==> config.mk <==
export PLATFORM = sky130hd
export DESIGN_NAME = imem_loader
export DESIGN_NICKNAME = d
export VERILOG_FILES = /design/src/rtl/imem_loader_pkg.sv /design/src/rtl/imem_loader_word_assembler.sv /design/src/rtl/imem_loader.sv
export SDC_FILE = /design/constraint.sdc
export NUM_CORES = 1
export LEC_CHECK = 0
export CORE_UTILIZATION = 54
export DETAILED_ROUTE_END_ITERATION = 7
export HOLD_SLACK_MARGIN = 0.06
export PLACE_DENSITY = 0.95
export SYNTH_ARGS = -nofsm -noshare
export SYNTH_HDL_FRONTEND = slang
export SYNTH_SLANG_ARGS = --single-unit
==> constraint.sdc <==
create_clock -name clk -period 3.3 [get_ports clk]
set_input_delay 0.825 -clock clk [delete_from_list [all_inputs] [get_ports clk]]
set_output_delay 0.825 -clock clk [all_outputs]
set_load 0.05 [all_outputs]
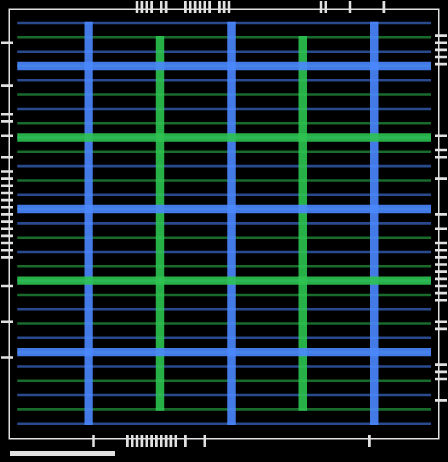
**Above:** PDN straps and rails.
Bar = 20 um. Pins as bars on the die edge.
- blue: VSS
- green: VDD
- signal pins: 82
- rows: 28
- met1 rails: 29
Die Wd: 81.4 um
core area: 5990 um^2
Peak supply drop: 0.761 mV
Die Y: 81.4 um

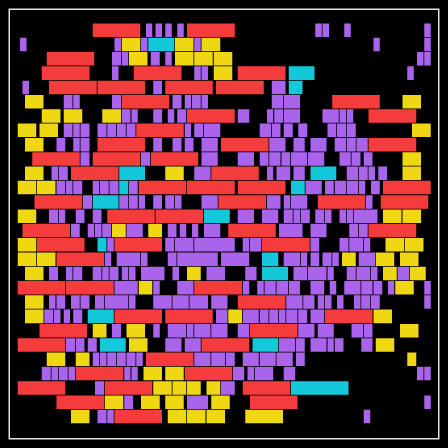
**Above:** placement by cell class.
- yellow: other buffers and delay cells (cells 69)
- red: flip-flops (cells 60)
- cyan: clock drivers and dummy loads (cells 16)
- purple: all other logic (cells 295)
Row Count: 28
Seq/total area: 0.362

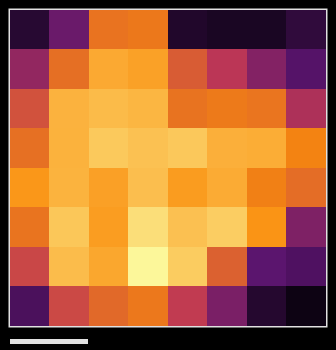
**Above:** cell density map.
Bar = 20 um. The die is cut into 8 by 8 equal tiles; black is low, pale yellow is high, 0 to 100% covered.
- mean over tiles: 61%
- fullest tile: 98%
- tiles over 75% full: 42%
FP Util: 0.568
utilization after layout: 0.693

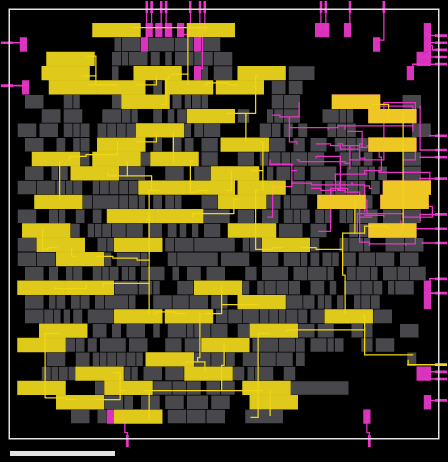
**Above:** nets reached from selected ports.
Bar = 20 um.
- yellow: reset_n (direction input; edge right; end cells 60; buffers 2; wire 486 um)
- magenta: wAddr (direction output; edge 17 right, 11 top, 2 bottom, 2 left; end cells 32; buffers 7; wire 433 um)
I/O pin total: 82
number of port buffers: 56

==> impl_metrics.json <==
{
  "outcome": "finished, final reports clean",
  "yosysSeqAreaShare": 0.442,
  "antenna_left": 0,
  "lay_top_count": "dfrtp_1",
  "clkCellAreaFrac": 0.0485,
  "cp-end-kind": "output port",
  "skew_ps": 9.11,
  "clkPwrFrac": 0.145,
  "grt_pass1_wl_um": 13300,
  "switching_share": 0.499,
  "clock_latency_ps": 350,
  "drv_slew": 0,
  "hold_path_class": "reg -> reg",
  "buffers_excl_clock": 69,
  "comb_area_um2": 1660,
  "rrSetupSlack_ps": 1050,
  "cts-resized-gates": 1,
  "p_per_area_nw_per_um2": 1120,
  "fin_cells": 515,
  "netlist_area_um2": 3400,
  "wire_per_inst_um": 15.9,
  "critical_path_depth": 3,
  "synth_area_per_cell_um2": 8.93,
  "logic_gates": 287,
  "dr_wl_met3_um": 546,
  "grt_max_degree": 36,
  "seq_power_mw": 1.34,
  "chipArea_um2": 6620,
  "synth-xor-area-share": 0.0438,
  "area.sequential_um2": 1500,
  "wl_met2_um": 3980,
  "max_cap_viol_count": 0,
  "clock_sinks": 60,
  "grt_util_all_layers": 0.266,
  "grt_pass1_vias": 2804,
  "maxPowerGroup": "combinational logic",
  "synthAoiAreaFrac": 0.167,
  "yosysWarnings": 0,
  "yosysTopAreaCell": "dfrtp_1",
  "setup_viol": 0,
  "routed_wl_um": 8210,
  "clock.fmax_mhz": 320,
  "drc": 0,
  "critical-path-max-stage-delay_ps": 830,
  "dp_hpwl_um": 5640,
  "adder_share": 0.0250,
  "clock_path_buffers": 2,
  "vias": 2988,
  "grt-ovfl-total": 0,
  "synthArstFlopShare": 1.00,
  "use_met1": 0.347,
  "path_buffers": 1,
  "tritoncts": "built",
  "hold_viol": 0,
  "diodes": 0,
  "top_cell_area_share": 0.442,
  "num-nonclk-inverters": 8,
  "power_mw": 4.67,
  "pg_comb_mw": 2.65,
  "crit_type": "reg -> out",
  "simple_gate_share": 0.209,
  "gp_congestion": 0.844,
  "post-place-ws_ps": 364,
  "largest_reg_flops": 32,
  "clk_pin_slew_ps": 70,
  "worst_slew_pin_slew_ps": 843,
  "nets": 453,
  "yosys_area_um2": 3400,
  "warnings": 29,
  "synth_cells": 381,
  "start_kind": "flip-flop",
  "htree_levels": 3,
  "crit_family": "buffers and inverters",
  "critPathSlowestCell": "clkdlybuf4s50_1",
  "reg2reg_depth": 5,
  "layout.nonclk_buf_frac": 0.160,
  "switchingPower_mw": 2.33,
  "ys_seq_elements": 60,
  "crit_path_max_fanout": 18,
  "top_cells_by_count": "60 x dfrtp_1, 53 x nand2_1, 44 x a21oi_1, 37 x nand3_1, 26 x buf_4",
  "drive_gt1_frac": 0.0932,
  "design.seq.count": 60,
  "path_cells": "or2_2 -> a21oi_1 -> clkdlybuf4s50_1",
  "holdPathStages": 2,
  "cp.required_ps": 2470,
  "synth.distinct_cells": 47,
  "mux_share": 0.0147,
  "cts_buffers": 9,
  "highest_layer": "met4",
  "post_cts_buffers": 0,
  "via_per_inst": 5.80,
  "p_clk_uw": 678,
  "cts-root-buf": "clkbuf_8",
  "taps": 75,
  "fin_area_um2": 4150,
  "route.layer.met1.wl_um": 3540,
  "place_area_um2": 3950,
  "final.setup.worst_slack_ps": 170,
  "comb_area_frac": 0.400,
  "area_leaders": "dfrtp_1 44%, a21oi_1 6.5%, nand2_1 5.8%",
  "period_needed_ps": 3130,
  "grt_use_met2": 0.431,
  "edf_count": 0,
  "p_int_mw": 2.34,
  "finalClockPeriodUsage": 0.948,
  "setup_tns_ps": 0,
  "synthTopLogicFamily": "simple AND/OR/NAND/NOR gates",
  "busiest_layer": "met2",
  "worst_hold_slack_ps": 524,
  "most_common_cell": "dfrtp_1",
  "antenna_found_initial": 0,
  "p_leak_nw": 1.82,
  "rsz0062_at_grt": "no",
  "lay_top_cells": "60 x dfrtp_1, 54 x clkdlybuf4s50_1, 53 x nand2_1, 44 x a21oi_1, 37 x nand3_1",
  "p_comb_frac": 0.568,
  "drt_pass1_iterations": 4,
  "ys.flop_type": "dfrtp_1",
  "area_growth_pct": 22.1,
  "n_fill_cell": 450,
  "yosysCellCount": 381,
  "largest_cell_class": "multi-input combinational cells",
  "pwr-share-seq": 0.287,
  "cp.arrival_ps": 2300,
  "slew_headroom": 0.438,
  "drt-initial-drc-count": 229,
  "hold_buffers": 0,
  "grt_use_met3": 0.0472,
  "placed_cells": 499,
  "clkbuf_count": 10
}
Power figures rest on the tool's default switching activity, not on a simulated workload.
